File: src/rtl/dekodier_pkg.sv
// Shared decode definitions: opcode/format constants and the decoded bundle.
// Used by befehl_dekoder and dekodier_stufe (optional flush: DEKODIER_FLUSH_EN).
package dekodier_pkg;

    localparam logic [5:0] OP_LHI    = 6'b110000;
    localparam logic [5:0] OP_LOAD0  = 6'b111000;
    localparam logic [5:0] OP_LOAD1  = 6'b111001;
    localparam logic [5:0] OP_STORE0 = 6'b111010;
    localparam logic [5:0] OP_STORE1 = 6'b111011;
    localparam logic [5:0] OP_JABS   = 6'b111100;
    localparam logic [5:0] OP_BCOND  = 6'b111101;
    localparam logic [5:0] OP_BNCOND = 6'b111110;
    localparam logic [5:0] OP_JAL    = 6'b111111;
    localparam logic [5:0] OP_JREL   = 6'b010000;

    localparam logic [1:0] FMT_REG  = 2'b00;
    localparam logic [1:0] FMT_JMP  = 2'b01;
    localparam logic [1:0] KAT_FP   = 2'b10;

    typedef struct packed {
        logic [5:0]  quell1;
        logic [5:0]  quell2;
        logic [5:0]  ziel;
        logic [31:0] idaten;
        logic        imm_aktiv;
        logic [5:0]  fkt_code;
        logic        jal;
        logic        relativ;
        logic        absolut;
        logic        load;
        logic        store;
        logic        unbedingt;
        logic        bedingt;
        logic        sprung_bed;
    } bundle_t;

endpackage

File: src/rtl/befehl_dekoder.sv
// Purely combinational decode of one 32-bit instruction word into bundle_t.
module befehl_dekoder
    import dekodier_pkg::*;
(
    input  logic [31:0] instruktion,
    output bundle_t     bundle
);

    logic [5:0] op;
    logic [1:0] fmt;
    logic [4:0] z, q1, q2;
    logic [5:0] fkt;
    logic       fp;

    assign op  = instruktion[31:26];
    assign fmt = instruktion[31:30];
    assign z   = instruktion[25:21];
    assign q1  = instruktion[20:16];
    assign q2  = instruktion[15:11];
    assign fkt = instruktion[5:0];
    assign fp  = (fmt == FMT_REG) && (fkt[5:4] == KAT_FP);

    always_comb begin
        bundle = '0;

        bundle.quell1 = {fp, q1};
        if (op == OP_STORE0)      bundle.quell2 = {1'b0, z};
        else if (op == OP_STORE1) bundle.quell2 = {1'b1, z};
        else                      bundle.quell2 = {fp, q2};

        if (op == OP_LOAD1 || op == OP_STORE1 || (fp && fkt[3:0] < 4'd8))
            bundle.ziel = {1'b1, z};
        else if (fmt == FMT_REG || fmt[1])
            bundle.ziel = {1'b0, z};

        if (fmt == FMT_JMP)
            bundle.idaten = {6'b0, instruktion[25:0]};
        else if (op == OP_LHI)
            bundle.idaten = {instruktion[15:0], 16'b0};
        else if (fmt[1] && op > OP_LHI && op < OP_LOAD0)
            bundle.idaten = {16'b0, instruktion[15:0]};
        else if (fmt[1])
            bundle.idaten = {{16{instruktion[15]}}, instruktion[15:0]};
        bundle.imm_aktiv = (fmt == FMT_JMP) || fmt[1];

        if (fmt == FMT_REG)
            bundle.fkt_code = fkt;
        else if (!(op == OP_LHI || fmt == FMT_JMP || op >= OP_LOAD0))
            bundle.fkt_code = {1'b0, op[4:0]};

        bundle.jal        = (op == OP_JAL);
        bundle.relativ    = (op == OP_JAL) || (op == OP_JREL) || (op == OP_BCOND) || (op == OP_BNCOND);
        bundle.absolut    = (op == OP_JABS);
        bundle.load       = (op == OP_LOAD0) || (op == OP_LOAD1);
        bundle.store      = (op == OP_STORE0) || (op == OP_STORE1);
        bundle.unbedingt  = (op == OP_JABS) || (op == OP_JAL) || (op == OP_JREL);
        bundle.bedingt    = (op == OP_BCOND) || (op == OP_BNCOND);
        bundle.sprung_bed = (op == OP_BCOND);
    end

endmodule

File: src/rtl/dekodier_stufe.sv
// Buffered decode stage: TIEFE-entry instruction FIFO feeding a registered decode bundle.
// Optional synchronous Flush port enabled by DEKODIER_FLUSH_EN.
module dekodier_stufe
    import dekodier_pkg::*;
#(
    parameter  int TIEFE = 4,
    localparam int ZB    = $clog2(TIEFE) + 1
) (
    input  logic          Takt,
    input  logic          Reset,
`ifdef DEKODIER_FLUSH_EN
    input  logic          Flush,
`endif
    input  logic          EinGueltig,
    output logic          EinBereit,
    input  logic [31:0]   Instruktion,
    output logic          AusGueltig,
    input  logic          AusBereit,
    output logic [5:0]    QuellRegister1,
    output logic [5:0]    QuellRegister2,
    output logic [5:0]    ZielRegister,
    output logic [31:0]   IDaten,
    output logic          ImmediateAktiv,
    output logic [5:0]    FunktionsCode,
    output logic          JALBefehl,
    output logic          RelativerSprung,
    output logic          AbsoluterSprung,
    output logic          LoadBefehl,
    output logic          StoreBefehl,
    output logic          UnbedingterSprungBefehl,
    output logic          BedingterSprungBefehl,
    output logic          Sprungbedingung,
    output logic [ZB-1:0] Fuellstand
);

    localparam int AW = $clog2(TIEFE);

    logic [31:0]   mem_q [TIEFE];
    logic [31:0]   mem_d [TIEFE];
    logic [AW-1:0] wr_q, wr_d, rd_q, rd_d;
    logic [ZB-1:0] fuell_q, fuell_d;
    logic          aus_gueltig_q, aus_gueltig_d;
    bundle_t       bundle_q, bundle_d, kopf;
    logic          voll, leer, push, pop;

    assign voll      = (fuell_q == ZB'(TIEFE));
    assign leer      = (fuell_q == '0);
    assign EinBereit = !voll && !Reset;
    assign push      = EinGueltig && EinBereit;
    assign pop       = !leer && (!aus_gueltig_q || AusBereit);

    befehl_dekoder u_dekoder (
        .instruktion (mem_q[rd_q]),
        .bundle      (kopf)
    );

    always_comb begin
        mem_d         = mem_q;
        wr_d          = wr_q;
        rd_d          = rd_q;
        fuell_d       = fuell_q;
        aus_gueltig_d = aus_gueltig_q;
        bundle_d      = bundle_q;

        if (push) begin
            mem_d[wr_q] = Instruktion;
            wr_d        = wr_q + AW'(1);
        end
        // Without a pop, AusBereit can only be high here when the FIFO is empty.
        if (pop) begin
            bundle_d      = kopf;
            rd_d          = rd_q + AW'(1);
            aus_gueltig_d = 1'b1;
        end else if (AusBereit) begin
            aus_gueltig_d = 1'b0;
        end
        fuell_d = fuell_q + ZB'(push) - ZB'(pop);

`ifdef DEKODIER_FLUSH_EN
        if (Flush) begin
            mem_d         = mem_q;
            wr_d          = '0;
            rd_d          = '0;
            fuell_d       = '0;
            aus_gueltig_d = 1'b0;
            bundle_d      = bundle_q;
        end
`endif
    end

    always_ff @(posedge Takt or posedge Reset) begin
        if (Reset) begin
            mem_q         <= '{default: '0};
            wr_q          <= '0;
            rd_q          <= '0;
            fuell_q       <= '0;
            aus_gueltig_q <= 1'b0;
            bundle_q      <= '0;
        end else begin
            mem_q         <= mem_d;
            wr_q          <= wr_d;
            rd_q          <= rd_d;
            fuell_q       <= fuell_d;
            aus_gueltig_q <= aus_gueltig_d;
            bundle_q      <= bundle_d;
        end
    end

    assign AusGueltig              = aus_gueltig_q;
    assign Fuellstand              = fuell_q;
    assign QuellRegister1          = bundle_q.quell1;
    assign QuellRegister2          = bundle_q.quell2;
    assign ZielRegister            = bundle_q.ziel;
    assign IDaten                  = bundle_q.idaten;
    assign ImmediateAktiv          = bundle_q.imm_aktiv;
    assign FunktionsCode           = bundle_q.fkt_code;
    assign JALBefehl               = bundle_q.jal;
    assign RelativerSprung         = bundle_q.relativ;
    assign AbsoluterSprung         = bundle_q.absolut;
    assign LoadBefehl              = bundle_q.load;
    assign StoreBefehl             = bundle_q.store;
    assign UnbedingterSprungBefehl = bundle_q.unbedingt;
    assign BedingterSprungBefehl   = bundle_q.bedingt;
    assign Sprungbedingung         = bundle_q.sprung_bed;

endmodule

File: config.mk
export PLATFORM = sky130hd
export DESIGN_NAME = dekodier_stufe
export DESIGN_NICKNAME = d
export VERILOG_FILES = /design/src/rtl/dekodier_pkg.sv /design/src/rtl/befehl_dekoder.sv /design/src/rtl/dekodier_stufe.sv
export SDC_FILE = /design/constraint.sdc
export NUM_CORES = 1
export LEC_CHECK = 0
export CAP_MARGIN = 20
export CORE_MARGIN = 2
export CORE_UTILIZATION = 50
export DETAILED_ROUTE_END_ITERATION = 12
export PLACE_DENSITY = 0.73
export SLEW_MARGIN = 20
export SYNTH_ARGS = -nofsm -noshare
export SYNTH_HDL_FRONTEND = slang
export SYNTH_SLANG_ARGS = --single-unit
File: constraint.sdc
create_clock -name Takt -period 14.68 [get_ports Takt]
set_clock_uncertainty 0.2 [all_clocks]
set_input_delay 2.202 -clock Takt [delete_from_list [all_inputs] [get_ports Takt]]
set_output_delay 2.202 -clock Takt [all_outputs]
set_load 0.05 [all_outputs]
Fig. 1: run 1, clock distribution
The bar under the picture is 50 um long.
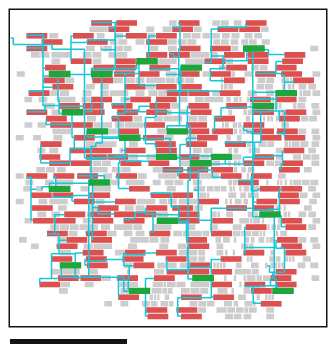
[green] clock drivers | count: 22
[red] flip-flops | count: 201
[cyan] clock wires | length: 2300 um
flops lie	spread over the die
clock share of power: 18.4%
insertion delay of the later-clocked pin in the worst-skew pair: 500 ps
power dissipated in the clock network: 516 uW

Fig. 2: run 1, signal wires by layer
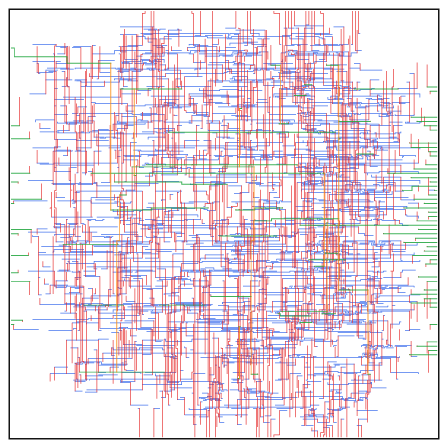
colour	layer	wire length
orange	metal 4	404 um
green	metal 3	916 um
red	metal 2	9130 um
blue	metal 1	8230 um
routed wire length per instance: 20.3 um
overall routed net length: 18.7 mm
total global routing track utilization: 21.6%

==> flow_metrics.rpt, run 1 <==
=== SYNTHESIS / PLACE & ROUTE SUMMARY ===
----------------------------------------------------
[Floorplanning]
  Row count ........................ about 47
  Die ar. ........................ about 18000 um2
  Horiz. Die Dim ........................ 135 um
  Area of the core ........................ between 15000 and 20000 um2
  Vert. Die Dim ........................ roughly 130 um
  Count of pins on the block boundary ........................ roughly 110
  Tap cell count ........................ between 200 and 250
  Floorplan-stage core utilization ........................ 51.3%

[Layout]
  MI comb area ........................ between 3000 and 4000 um2
  Fraction of layout cells with a size suffix above 1 ........................ 29.5%
  Inverters excl. clock ........................ 12
  Diode count ........................ 0
  Flip-flops ........................ roughly 200
  Multi-input gate share of total cell area ........................ between 30% and 40%
  Final design area excluding fillers ........................ 10500 um2
  Filler cell count ........................ around 1200
  Biggest Area Class ........................ registers
  Sequential cell area share ........................ 48.1%
  Post-layout utilization of the core ........................ between 60% and 70%
  Area taken by flip-flops and latches ........................ 5030 um2
  Net count reported at finish ........................ approximately 730
  Clock network area share ........................ 6.48%
  Buffers excl. clock ........................ about 110
  Clk_buf instances ........................ 32

[Worst setup path]
  Required time worst endpoint ........................ 12280 ps
  Critical path cell sequence ........................ clkdlybuf4s50_1, a21oi_1, clkdlybuf4s50_1
  Critical Path Start Type ........................ primary input
  Delay of the slowest critical-path stage ........................ just over 800 ps
  Beginning of the critical path ........................ Reset
  Crit path arrival time ........................ 3750 ps
  Highest-delay cell along the critical path ........................ clkdlybuf4s50_1
  Top Family by Delay on Critical Path ........................ buffers and inverters
  Number of buffers and inverters on the critical path ........................ 2
  Launching point of the worst reg2reg path ........................ rd_q[1]
  Maximum fanout along the worst path ........................ 2
  Most Frequent Cell on Critical Path ........................ clkdlybuf4s50_1

[Placed design]
  Number of buffer cells added on primary ports ........................ around 110
  RD Place Congestion ........................ between 0.7 and 0.8
  Final HPWL from detailed placement ........................ about 12 mm
  Placement-stage cell area ........................ ~9800 um2
  Count of placed standard cells including taps ........................ 885

[Detailed routing]
  Detailed-route vias per instance ........................ 5.67
  Routed vias ........................ about 5200
  First-pass iteration count of the detailed router ........................ 4
  Iteration-0 DRC Markers ........................ ~450
  Post-route antenna net violation count ........................ 0

[STA]
  Finish-stage setup viols ........................ 0
  Number of pins with negative max-slew slack in the final report ........................ 0
  Post-route clock period utilization ........................ 41.9%
  Hold Vio Cnt, Final ........................ 0
  Worst slew margin relative to its limit ........................ 37.6%
  Unrepaired setup endpoints after global routing ........................ no
  Slew at the pin with the worst max-slew slack ........................ between 900 and 1000 ps
  Post-route setup TNS ........................ 0 ps
  Min Tclk post-route ........................ ~6200 ps

[Clocking]
  CTS resizes ........................ 0
  Buffers inserted during post-CTS setup optimization ........................ 0
  Clk root buf ........................ clkbuf_16
  Cts hold-fix bufs ........................ 0
  Clock transition at the register clock pins on the worst setup and hold paths after CTS ........................ about 60 ps
  CTS H-Tree Depth ........................ 1
  CTS buffer count ........................ 22
  Buffers from clock root to sink, at most ........................ 3
  Sink Count ........................ 201
  TritonCTS clock tree ........................ yes

[GRT]
  Vias in the first global route ........................ 5640
  Wire length of the first global-routing pass ........................ 30.7 mm
  Initial antenna violation count ........................ 0
  Largest net degree at the start of global routing ........................ approximately 110

[Logic synthesis]
  Yosys Chip Area ........................ 8540 um2
  Post-Syn Instances ........................ about 590
  Synthesized-area fraction occupied by ao, oa, aoi and oai cells ........................ between 6 and 7%
  Number of synthesized flops with an enable pin ........................ 0
  Syn_nets ........................ about 630
  And+or+nand+nor area frac ........................ 4.47%
  Part of the Yosys area used for sequential elements ........................ between 50% and 60%
  Post-synthesis cell area ........................ 8540 um2
  Xor-xnor portion of the synthesized cell area ........................ less than 1%
  Number of different library cells in the post-synthesis netlist ........................ roughly 44
  Number of warnings issued by yosys ........................ 0
  Area fraction in full adders, half adders and majority gates ........................ between 1 and 1.5%
  Main combinational cell family by area after synthesis ........................ multiplexers
  # Cells Yosys ........................ 591

[Worst hold path]
  Startpoint of the most critical hold path ........................ QuellRegister1[5]
  Class of the most critical hold timing path ........................ flip-flop to flip-flop

[Flow run]
  Number of warning messages in the logs ........................ 31
  Max cap viols ........................ 0

[Run status]
  Run status ........................ complete, no violations

[Power and ir drop]
  Maximum ir drop on the vdd rail ........................ around 0.00015 V
  Total power density per cell area ........................ 268 nW/um2

----------------------------------------------------
Fig. 3: run 1, close-up of the layout
Window x 47 to 87, y 20 to 60 um. Cells in grey, sequential cells in the stronger grey; small squares are vias.
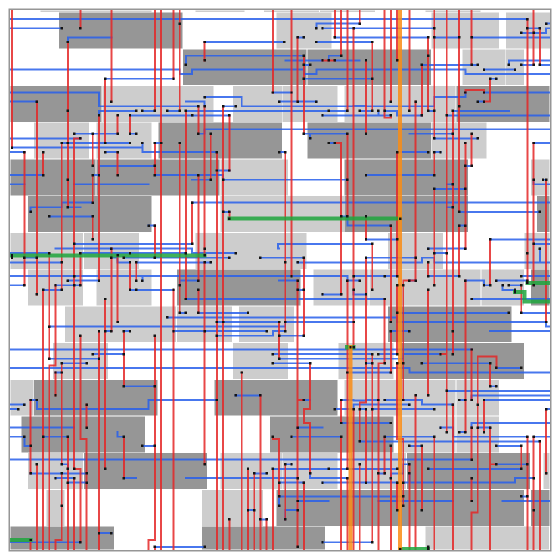
colour	layer
red	metal 2
orange	metal 4
blue	metal 1
green	metal 3
sequential cells in the window	25
netlist names of flops here include	mem_q (22), IDaten (2)
most frequent	dfrtp_1 (25), mux2_2 (19), mux4_2 (7)
cells with their middle in the window	67

[run 1: cells in the mapped netlist, drive strengths merged, types with 3 or more instances]
cell | count | area, um2
dfrtp | 201 | 5030
mux2 | 128 | 1440
nand2 | 51 | 191
mux4 | 32 | 721
buf | 23 | 114
a22o | 22 | 193
nor2 | 19 | 71.3
a21oi | 16 | 80.1
clkbuf | 13 | 48.8
inv | 12 | 45.0
o22ai | 10 | 62.6
o21ai | 7 | 35.0
a221o | 6 | 60.1
ha | 6 | 75.1
mux2i | 6 | 60.1
xnor2 | 5 | 43.8
a221oi | 4 | 35.0
a31oi | 3 | 18.8
and2 | 3 | 18.8
[run 1: worst reg2reg max path, delay by kind of cell, from the launching register on]
family          cells  cell delay, ps
simple gates        3            1250
buf+inv             2             660
mux                 1             700
flops               1             330
compound gates      1             190
[run 1: cells by family after synthesis]
kind of cell / Yosys count
adders and majority gates: 7
DFF: 201
muxes: 166
AOI/OAI and AO/OA: 77
and+or+nand+nor: 86
xor gates and xnor gates: 6
buffers and inverters: 48
[run 1: per-layer routing]
layer  track usage, %  vias up  wire length [um]
met1             30.7     2705              8230
met5                0        -                 0
met4             5.44        0               403
met3             3.12       28               915
met2             35.7      130              9130
li1                 -     2359                 -
[run 1: worst paths after layout]
path | endpoint | slack, ps | cells after the start
max reg2reg | IDaten[4] | 11240 | 7
max in group asynchronous | rd_q[0] | 10890 | 3
min reg2reg | QuellRegister1[5] | 280 | 2
max | EinBereit | 8530 | 3
min in group asynchronous | BedingterSprungBefehl | 2090 | 2
min | QuellRegister1[5] | 280 | 2
[run 1: placed cells by master, fill, tap and decap left out, types with 3 or more instances in the layout]
cell	n
a221oi_1	4
a31oi_1	3
o22ai_1	10
o21ai_0	6
nand2_1	47
ha_1	6
dfrtp_1	200
a21oi_1	16
xnor2_1	5
nor2_1	19
clkbuf_1	4
inv_1	11
a22o_1	22
clkbuf_8	5
nand2_2	4
mux2_2	128
a221o_1	6
clkbuf_16	23
clkdlybuf4s50_1	105
and2_1	3
buf_4	4
mux2i_1	6
mux4_2	32
[run 1: through the flow]
stage,setup WS [ps],power (mW)
global placement,8550,2.24
global route,8460,2.96
detailed placement,8530,2.29
finish,8530,2.80
CTS,8530,2.82
floorplan,6800,1.89
[run 1: registers in the layout, summed over array words and instances (netlist names)]
register	cells
ZielRegister	6
JALBefehl	1
AbsoluterSprung	1
ImmediateAktiv	1
QuellRegister1	6
QuellRegister2	6
wr_q	2
AusGueltig	1
Sprungbedingung	1
StoreBefehl	1
IDaten	32
Fuellstand	3
FunktionsCode	6
rd_q	2
LoadBefehl	1
RelativerSprung	1
mem_q	128
UnbedingterSprungBefehl	1
BedingterSprungBefehl	1
[run 1: power breakdown]
part / leakage, nW / total, mW / internal [mW] / switching (mW)
Combinational: 1.74 / 1.32 / 0.570 / 0.754
Sequential: 2.46 / 0.962 / 0.821 / 0.141
Clock: 0.336 / 0.516 / 0.309 / 0.208
Total: 4.53 / 2.80 / 1.70 / 1.10
Fig. 4: run 1, metal 3
The bar under the picture is 50 um long.
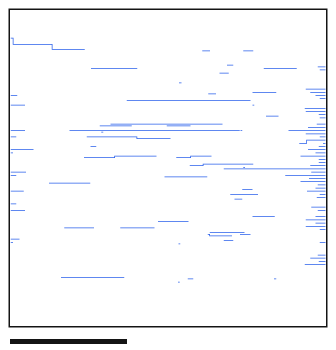

## Run 2: what changed since run 1
==> constraint.sdc (replaced) <==
create_clock -name Takt -period 6 [get_ports Takt]
set_clock_uncertainty 0.2 [all_clocks]
set_input_delay 0.9 -clock Takt [delete_from_list [all_inputs] [get_ports Takt]]
set_output_delay 0.9 -clock Takt [all_outputs]
set_load 0.05 [all_outputs]
Fig. 5: run 2, metal 3
The bar under the picture is 50 um long.
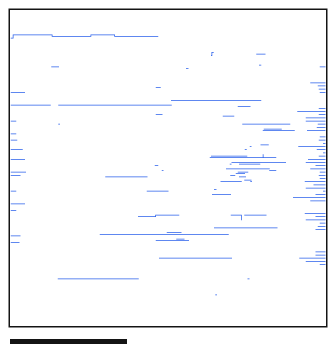
main direction	horizontal
longest straight run	54.7 um
wire length on this layer	872 um
overall routed net length: 19.0 mm
global-route met3 utilization: 2.89%

==> run 2 against run 1 <==
Compared with the run above:
- combinational power rose by 140%
- cell count stayed put
- synthesized area did not move
- first-iteration DRC count increased by 9.7%
- global-route usage decreased by 0.14 points
- critical path depth is 3 higher
- largest cell class unchanged
==> flow_metrics.rpt, run 2 <==
=== SYNTHESIS / PLACE & ROUTE SUMMARY ===
----------------------------------------------------
[Placed design]
  Final HPWL from detailed placement ........................ 12.5 mm (+0.71%)
  Placement-stage cell area ........................ 9770 um2 (about the same)
  Number of buffer cells added on primary ports ........................ 105 (unchanged)
  RD Place Congestion ........................ 0.808 (+4.5%)

[Worst setup path]
  Crit path arrival time ........................ 3700 ps (-50 ps)
  Maximum fanout along the worst path ........................ 28 (+26)
  Highest-delay cell along the critical path ........................ nor3_2
  Delay of the slowest critical-path stage ........................ 820 ps (about the same)
  CP Capture Type ........................ flip-flop
  Critical path cell sequence ........................ buf_4, mux4_2, and2_1, nor3b_2, nor3_2, a22o_1
  Critical Path Start Type ........................ flip-flop
  Kind of critical path ........................ flip-flop to flip-flop
  Required time worst endpoint ........................ 6210 ps (-6070 ps)
  Launching point of the worst reg2reg path ........................ rd_q[1]
  Beginning of the critical path ........................ rd_q[1]

[Logic synthesis]
  Synth top area cells ........................ dfrtp_1 59%, mux2_2 17%, mux4_2 8.4%
  Post-synthesis async set-or-reset flop share ........................ 100%
  Number of warnings issued by yosys ........................ 0 (unchanged)
  Yosys Chip Area ........................ 8540 um2 (unchanged)
  Post-synth regs ........................ roughly 200
  Number of different library cells in the post-synthesis netlist ........................ 44 (unchanged)
  And+or+nand+nor area frac ........................ 4.47% (unchanged)
  Main combinational cell family by area after synthesis ........................ multiplexers
  Average cell area after synthesis ........................ 14.5 um2
  Number of synthesized flops with an enable pin ........................ 0 (unchanged)
  Area fraction in full adders, half adders and majority gates ........................ 1.11% (unchanged)
  Leading area contributor after synthesis ........................ dfrtp_1
  Commonest register cell after synthesis ........................ dfrtp_1
  Xor-xnor portion of the synthesized cell area ........................ 0.615% (unchanged)
  Post-synth mux share ........................ 26.0%
  Post-Syn Instances ........................ 591 (unchanged)
  Syn_nets ........................ 634 (unchanged)
  Part of the Yosys area used for sequential elements ........................ 58.9% (unchanged)
  Library cell with the highest instance count after synthesis ........................ dfrtp_1
  Post-synth top cells ........................ 201 x dfrtp_1, 128 x mux2_2, 51 x nand2_1
  # Cells Yosys ........................ 591 (unchanged)
  Post-synthesis cell area ........................ 8540 um2 (unchanged)
  Area fraction of the dominant cell type after synthesis ........................ 58.9% (unchanged)
  Synthesized-area fraction occupied by ao, oa, aoi and oai cells ........................ 6.49% (unchanged)

[Clocking]
  Insertion delay of the later-clocked pin in the worst-skew pair ........................ 480 ps (-20 ps)
  Buffers inserted during post-CTS setup optimization ........................ 0 (unchanged)
  Clk root buf ........................ clkbuf_16
  CTS H-Tree Depth ........................ 1 (unchanged)
  CTS buffer count ........................ 21 (-4.5%)
  CTS resizes ........................ 0 (unchanged)
  Buffers from clock root to sink, at most ........................ 3 (unchanged)
  Cts hold-fix bufs ........................ 0 (unchanged)
  Clock transition at the register clock pins on the worst setup and hold paths after CTS ........................ 60 ps (about the same)
  TritonCTS clock tree ........................ yes
  Sink Count ........................ 201 (unchanged)

[STA]
  Unrepaired setup endpoints after global routing ........................ no
  Timing-limited maximum frequency ........................ approximately 0.29 GHz
  Min Tclk post-route ........................ approximately 3500 ps
  Post-route clock period utilization ........................ about 58%
  Post-route setup TNS ........................ 0 ps (unchanged)
  Number of pins with negative max-slew slack in the final report ........................ 0 (unchanged)
  Hold Vio Cnt, Final ........................ 0 (unchanged)
  Slew at the pin with the worst max-slew slack ........................ 1060 ps (+132 ps)
  Finish-stage setup viols ........................ 0 (unchanged)
  Worst slew margin relative to its limit ........................ 28.7% (-8.9 points)

[Floorplanning]
  Count of pins on the block boundary ........................ 106 (unchanged)
  Area of the core ........................ 16600 um2 (unchanged)
  Row count ........................ 47 (unchanged)
  Floorplan-stage core utilization ........................ 51.3% (unchanged)
  Die ar. ........................ 18100 um2 (unchanged)
  Horiz. Die Dim ........................ 135 um (unchanged)
  Vert. Die Dim ........................ 135 um (unchanged)

[Power and ir drop]
  Total power density per cell area ........................ 656 nW/um2 (+140%)
  Maximum ir drop on the vdd rail ........................ 0.000339 V (+120%)
  Leakage power of the design ........................ 4.53 nW

[Detailed routing]
  Iteration-0 DRC Markers ........................ 488 (+9.7%)
  First-pass iteration count of the detailed router ........................ 4 (unchanged)
  Residual DRC ........................ 0
  Detailed-route vias per instance ........................ 5.72 (+0.80%)
  Routed vias ........................ 5264 (+0.80%)
  Post-route antenna net violation count ........................ 0 (unchanged)
  Routed wire length per instance ........................ 20.6 um (+1.5%)

[GRT]
  Wire length of the first global-routing pass ........................ 30.4 mm (-1.0%)
  Remaining global-route overflow ........................ 0
  Vias in the first global route ........................ 5540 (-1.8%)
  Largest net degree at the start of global routing ........................ 202 (+77%)
  Initial antenna violation count ........................ 0 (unchanged)
  Total global routing track utilization ........................ 21.5% (-0.14 points)

[Run status]
  Run status ........................ complete, no violations

[Layout]
  Diode count ........................ 0 (unchanged)
  Layout overhead on the synthesized area ........................ 22.6%
  Net count reported at finish ........................ 732 (-0.14%)
  Register with the highest flop count ........................ mem_q
  Final design area excluding fillers ........................ 10500 um2 (+0.14%)
  Most used cells in the layout excluding fill and tap cells ........................ 200 x dfrtp_1, 128 x mux2_2, 105 x clkdlybuf4s50_1, 47 x nand2_1, 32 x mux4_2
  Fraction of layout cells with a size suffix above 1 ........................ 29.7% (+0.14 points)
  Most frequent logic cell in the layout ........................ dfrtp_1
  Largest register FFs ........................ 128 (unchanged)

[Worst hold path]
  Startpoint of the most critical hold path ........................ QuellRegister1[2]
  Class of the most critical hold timing path ........................ flip-flop to flip-flop

[Flow run]
  Max cap viols ........................ 0 (unchanged)
  Number of warning messages in the logs ........................ 31 (unchanged)

----------------------------------------------------
-- run 2: path summary, 6_finish.rpt --
| path | cells after the start | slack [ps] | end |
|---|---|---|---|
| setup / recovery | 6 | 2520 | IDaten[10] |
| hold / removal | 2 | 280 | QuellRegister1[2] |
| setup reg to reg | 6 | 2520 | IDaten[10] |
| hold reg to reg | 2 | 280 | QuellRegister1[2] |
| max in group asynchronous | 4 | 4000 | rd_q[0] |
| min in group asynchronous | 3 | 730 | LoadBefehl |
-- run 2: logic make-up after synthesis --
| family | Yosys count |
|---|---|
| buffers and inverters | 48 |
| AOI/OAI and AO/OA | 77 |
| DFF | 201 |
| muxes | 166 |
| adders and majority gates | 7 |
| and+or+nand+nor | 86 |
| xor gates and xnor gates | 6 |
-- run 2: final cells by class --
| type | count | area (um2) |
|---|---|---|
| Clock buffer | 30 | 619 |
| Clock inverter | 5 | 52.6 |
| Fill cell | 1221 | 6170 |
| Inverter | 12 | 48.8 |
| Multi-Input combinational cell | 342 | 3320 |
| Sequential cell | 201 | 5030 |
| Tap cell | 220 | 275 |
| Timing Repair Buffer | 111 | 1130 |
-- run 2: worst max-delay path: cells and delay by family (launching register included) --
family | cells | cell delay [ps]
and+or+nand+nor | 3 | 1310
muxes | 1 | 640
DFF | 1 | 540
buffers and inverters | 1 | 460
AOI/OAI and AO/OA | 1 | 250
-- run 2: where the power goes --
part           internal, mW  switching [mW]
sequential             2.01           0.394
combinational          1.39            1.82
clock                 0.756           0.502
total                  4.15            2.72
-- run 2: per-stage QoR --
step	utilization [%]	power, mW	setup slack (ps)	hold WS (ps)	instances
after floorplan	-	4.64	2300	274	591
after global placement	58.7	5.49	2420	262	885
after detailed placement	58.7	5.62	2360	263	885
after CTS	62.8	6.90	2540	277	920
after global routing	62.9	7.23	2330	306	921
final	62.9	6.87	2520	276	921
-- run 2: per-layer routing --
metal	track usage (%)	vias to the layer above	wire (um)
li1	-	2355	-
met1	30.8	2736	8400
met2	35.3	146	9400
met3	2.89	27	872
met4	5.20	0	299
met5	0	-	0
Fig. 6: run 2, close-up of the layout
Window x 47 to 87, y 20 to 60 um. Cells in grey, sequential cells in the stronger grey; small squares are vias.
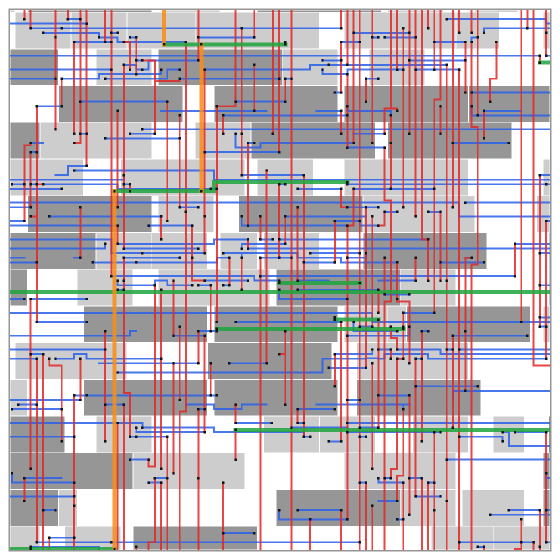

## Run 3: what changed since run 2
--- a/config.mk
+++ b/config.mk
@@ -9,7 +9,7 @@
 export CORE_MARGIN = 2
 export CORE_UTILIZATION = 50
 export DETAILED_ROUTE_END_ITERATION = 12
-export PLACE_DENSITY = 0.73
+export PLACE_DENSITY = 0.76
 export SLEW_MARGIN = 20
 export SYNTH_ARGS = -nofsm -noshare
 export SYNTH_HDL_FRONTEND = slang
==> constraint.sdc (replaced) <==
create_clock -name Takt -period 2.9 [get_ports Takt]
set_clock_uncertainty 0.2 [all_clocks]
set_input_delay 0.435 -clock Takt [delete_from_list [all_inputs] [get_ports Takt]]
set_output_delay 0.435 -clock Takt [all_outputs]
set_load 0.05 [all_outputs]
Fig. 7: run 3, close-up of the layout
Window x 47 to 87, y 20 to 60 um. Cells in grey, sequential cells in the stronger grey; small squares are vias.
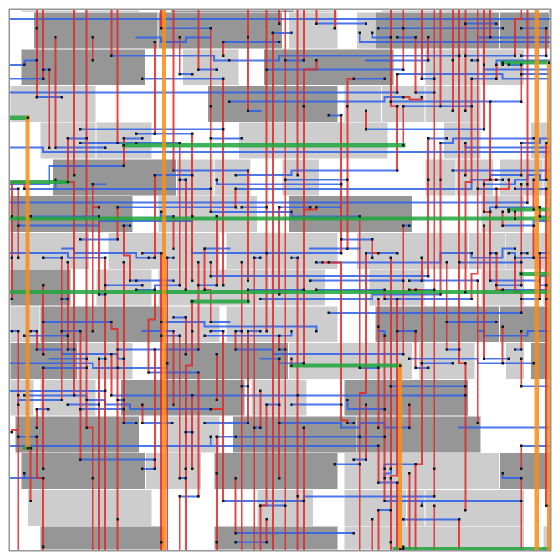
colour	layer
blue	metal 1
green	metal 3
orange	metal 4
red	metal 2
sequential cells in the window	22
most frequent	dfrtp_1 (20), mux2_2 (19), buf_4 (7)
netlist names of flops here include	mem_q (20), rd_q (2)
cells with their middle in the window	75

==> run 3 against run 2 <==
Compared with the run above:
- power grew 110%
- sequential share of layout area fell by 1.1 points
- worst hold slack got worse by 42 ps
- synthesized area is the same
- routed wire length up 2.2%
- largest cell class unchanged
- global-route usage up 0.98 points
- maximum frequency grew 29%
==> flow_metrics.rpt, run 3 <==
=== SYNTHESIS / PLACE & ROUTE SUMMARY ===
----------------------------------------------------
[Run status]
  Run status ........................ complete, no violations

[Power and ir drop]
  Total power density per cell area ........................ 1350 nW/um2 (+110%)
  Leakage power of the design ........................ 4.68 nW (+3.2%)

[Logic synthesis]
  Library cell with the highest instance count after synthesis ........................ dfrtp_1
  # Cells Yosys ........................ 591 (unchanged)
  Syn_nets ........................ 634 (unchanged)
  Area fraction in full adders, half adders and majority gates ........................ 1.11% (unchanged)
  Post-synthesis async set-or-reset flop share ........................ 100% (unchanged)
  Post-synth mux share ........................ 26.0% (unchanged)
  Synth top area cells ........................ dfrtp_1 59%, mux2_2 17%, mux4_2 8.4%
  Number of warnings issued by yosys ........................ 0 (unchanged)
  Post-synth top cells ........................ 201 x dfrtp_1, 128 x mux2_2, 51 x nand2_1
  Post-Syn Instances ........................ 591 (unchanged)
  Post-synth regs ........................ 201 (unchanged)
  Post-synthesis cell area ........................ 8540 um2 (unchanged)
  Leading area contributor after synthesis ........................ dfrtp_1
  Number of synthesized flops with an enable pin ........................ 0 (unchanged)
  Part of the Yosys area used for sequential elements ........................ 58.9% (unchanged)

[Floorplanning]
  Die ar. ........................ 18100 um2 (unchanged)
  Area of the core ........................ 16600 um2 (unchanged)
  Row count ........................ 47 (unchanged)
  Horiz. Die Dim ........................ 135 um (unchanged)
  Floorplan-stage core utilization ........................ 51.3% (unchanged)
  Count of pins on the block boundary ........................ 106 (unchanged)

[GRT]
  Busiest layer in global routing ........................ met2
  Grt met1 use ........................ 31.3% (+0.51 points)
  Remaining global-route overflow ........................ 0 (unchanged)
  Wire length of the first global-routing pass ........................ 32.0 mm (+5.1%)
  Total global routing track utilization ........................ 22.5% (+0.98 points)
  Global routing usage on met2 ........................ 36.7% (+1.3 points)
  Global-route met3 utilization ........................ 3.83% (+0.94 points)

[Layout]
  Fraction of layout cells with a size suffix above 1 ........................ 31.6% (+2.0 points)
  Filler cell count ........................ 1170 (-4.2%)
  Diode count ........................ 0 (unchanged)
  Layout overhead on the synthesized area ........................ 25.5%
  Most frequent logic cell in the layout ........................ dfrtp_1
  Final cell count without fillers ........................ 944 (+2.5%)
  Most used cells in the layout excluding fill and tap cells ........................ 199 x dfrtp_1, 128 x mux2_2, 105 x clkdlybuf4s50_1, 51 x nand2_1, 32 x mux4_2

[Worst setup path]
  Highest-delay cell along the critical path ........................ nor3_2
  Critical Path Start Type ........................ flip-flop
  Maximum fanout along the worst path ........................ 16 (-43%)
  Reg2reg setup slack ........................ 200 ps (-2310 ps)
  Reg2reg path depth ........................ 5 (-1)
  CP Capture Type ........................ flip-flop
  Number of buffers and inverters on the critical path ........................ 0 (-1)
  Required time worst endpoint ........................ 3130 ps (-3080 ps)
  Top Family by Delay on Critical Path ........................ simple AND/OR/NAND/NOR gates
  Kind of critical path ........................ flip-flop to flip-flop
  Crit path arrival time ........................ 2930 ps (-770 ps)
  Total number of cells along the worst setup path ........................ 5 (-1)

[Detailed routing]
  First-pass iteration count of the detailed router ........................ 4 (unchanged)
  Routed wire length per instance ........................ 20.5 um (-0.27%)
  Iteration-0 DRC Markers ........................ 371 (-24%)
  Overall routed net length ........................ 19.4 mm (+2.2%)
  Post-route antenna net violation count ........................ 0 (unchanged)
  Routed vias ........................ 5399 (+2.6%)
  Residual DRC ........................ 0 (unchanged)
  Detailed-route vias per instance ........................ 5.72 (about the same)

[Clocking]
  Buffers from clock root to sink, at most ........................ 3 (unchanged)
  Insertion delay of the later-clocked pin in the worst-skew pair ........................ 500 ps (+20 ps)
  Sink Count ........................ 201 (unchanged)
  CTS buffer count ........................ 21 (unchanged)
  TritonCTS clock tree ........................ yes

[STA]
  Hold Vio Cnt, Final ........................ 0 (unchanged)
  Finish-stage setup viols ........................ 0 (unchanged)
  Worst slew margin relative to its limit ........................ 32.5% (+3.8 points)
  Number of pins with negative max-slew slack in the final report ........................ 0 (unchanged)
  Timing-limited maximum frequency ........................ 0.371 GHz (+29%)
  Slew at the pin with the worst max-slew slack ........................ 1010 ps (-56.4 ps)
  Unrepaired setup endpoints after global routing ........................ no

[Flow run]
  Max cap viols ........................ 0 (unchanged)
  Number of warning messages in the logs ........................ 30 (-3.2%)

[Placed design]
  Final HPWL from detailed placement ........................ 13.5 mm (+8.0%)
  Count of placed standard cells including taps ........................ 907 (+2.5%)
  RD Place Congestion ........................ 0.843 (+4.3%)

[Worst hold path]
  Class of the most critical hold timing path ........................ primary input to async pin

----------------------------------------------------
==> run 3: area by class of cell <==
type | instances | area (um2) | share of cell area (%)
sequential | 201 | 5030 | 46.9
multi-input combinational | 342 | 3320 | 31.0
clock inverter | 6 | 58.8 | 0.549
clock buffer | 31 | 633 | 5.91
timing repair buffer | 132 | 1350 | 12.6
tap | 220 | 275 | 2.57
inverter | 12 | 48.8 | 0.455
==> run 3: layer usage <==
layer	up-vias	part of all wire (%)	routed length, um
li1	2397	-	-
met4	0	2.9	565
met2	150	49	9480
met3	43	5.1	981
met1	2809	43	8370
met5	-	0	0
==> run 3: path summary, 6_finish.rpt <==
| check | end | startpoint |
|---|---|---|
| max | IDaten[10] | rd_q[1] |
| min | wr_q[0] | Reset |
| max reg2reg | IDaten[10] | rd_q[1] |
| min reg2reg | QuellRegister1[3] | QuellRegister1[3] |
| max in group asynchronous | mem_q[7] | Reset |
| min in group Takt | QuellRegister1[3] | QuellRegister1[3] |
==> run 3: power by group <==
group | internal (mW) | total [mW] | switching (mW)
clock network | 1.60 | 2.64 | 1.05
registers | 4.16 | 4.93 | 0.776
logic | 3.06 | 6.93 | 3.86
==> run 3: worst reg2reg max path, delay by kind of cell, from the launching register on <==
kind / cells / cell delay, ps
simple gates: 3 / 1160
flops: 1 / 470
mux: 1 / 560
compound gates: 1 / 250
==> run 3: cells by family (layout without fill, tap and decap cells) <==
group,Yosys count,after routing
mux,166,166
simple gates,86,86
flops,201,201
buf+inv,48,181
compound gates,77,77
fa+ha+maj,7,7
xor+xnor,6,6
==> run 3: stage by stage <==
step / hold WS (ps) / power, mW / setup TNS, ps / area, um2
2_1_floorplan: 274 / 9.60 / -68300 / 8560
3_3_place_gp: 261 / 11.6 / 0 / 10000
3_5_place_dp: 262 / 11.9 / 0 / 10000
4_1_cts: 231 / 14.6 / 0 / 10700
5_1_grt: 256 / 15.3 / 0 / 10700
6_report: 234 / 14.5 / 0 / 10700
==> run 3: what timing repair did <==
item                       4_1_cts  5_1_grt
setup buffers                    0        0
resized                          0        1
setup endpoints to repair        0       22
Power is estimated from default activity; no workload was simulated.
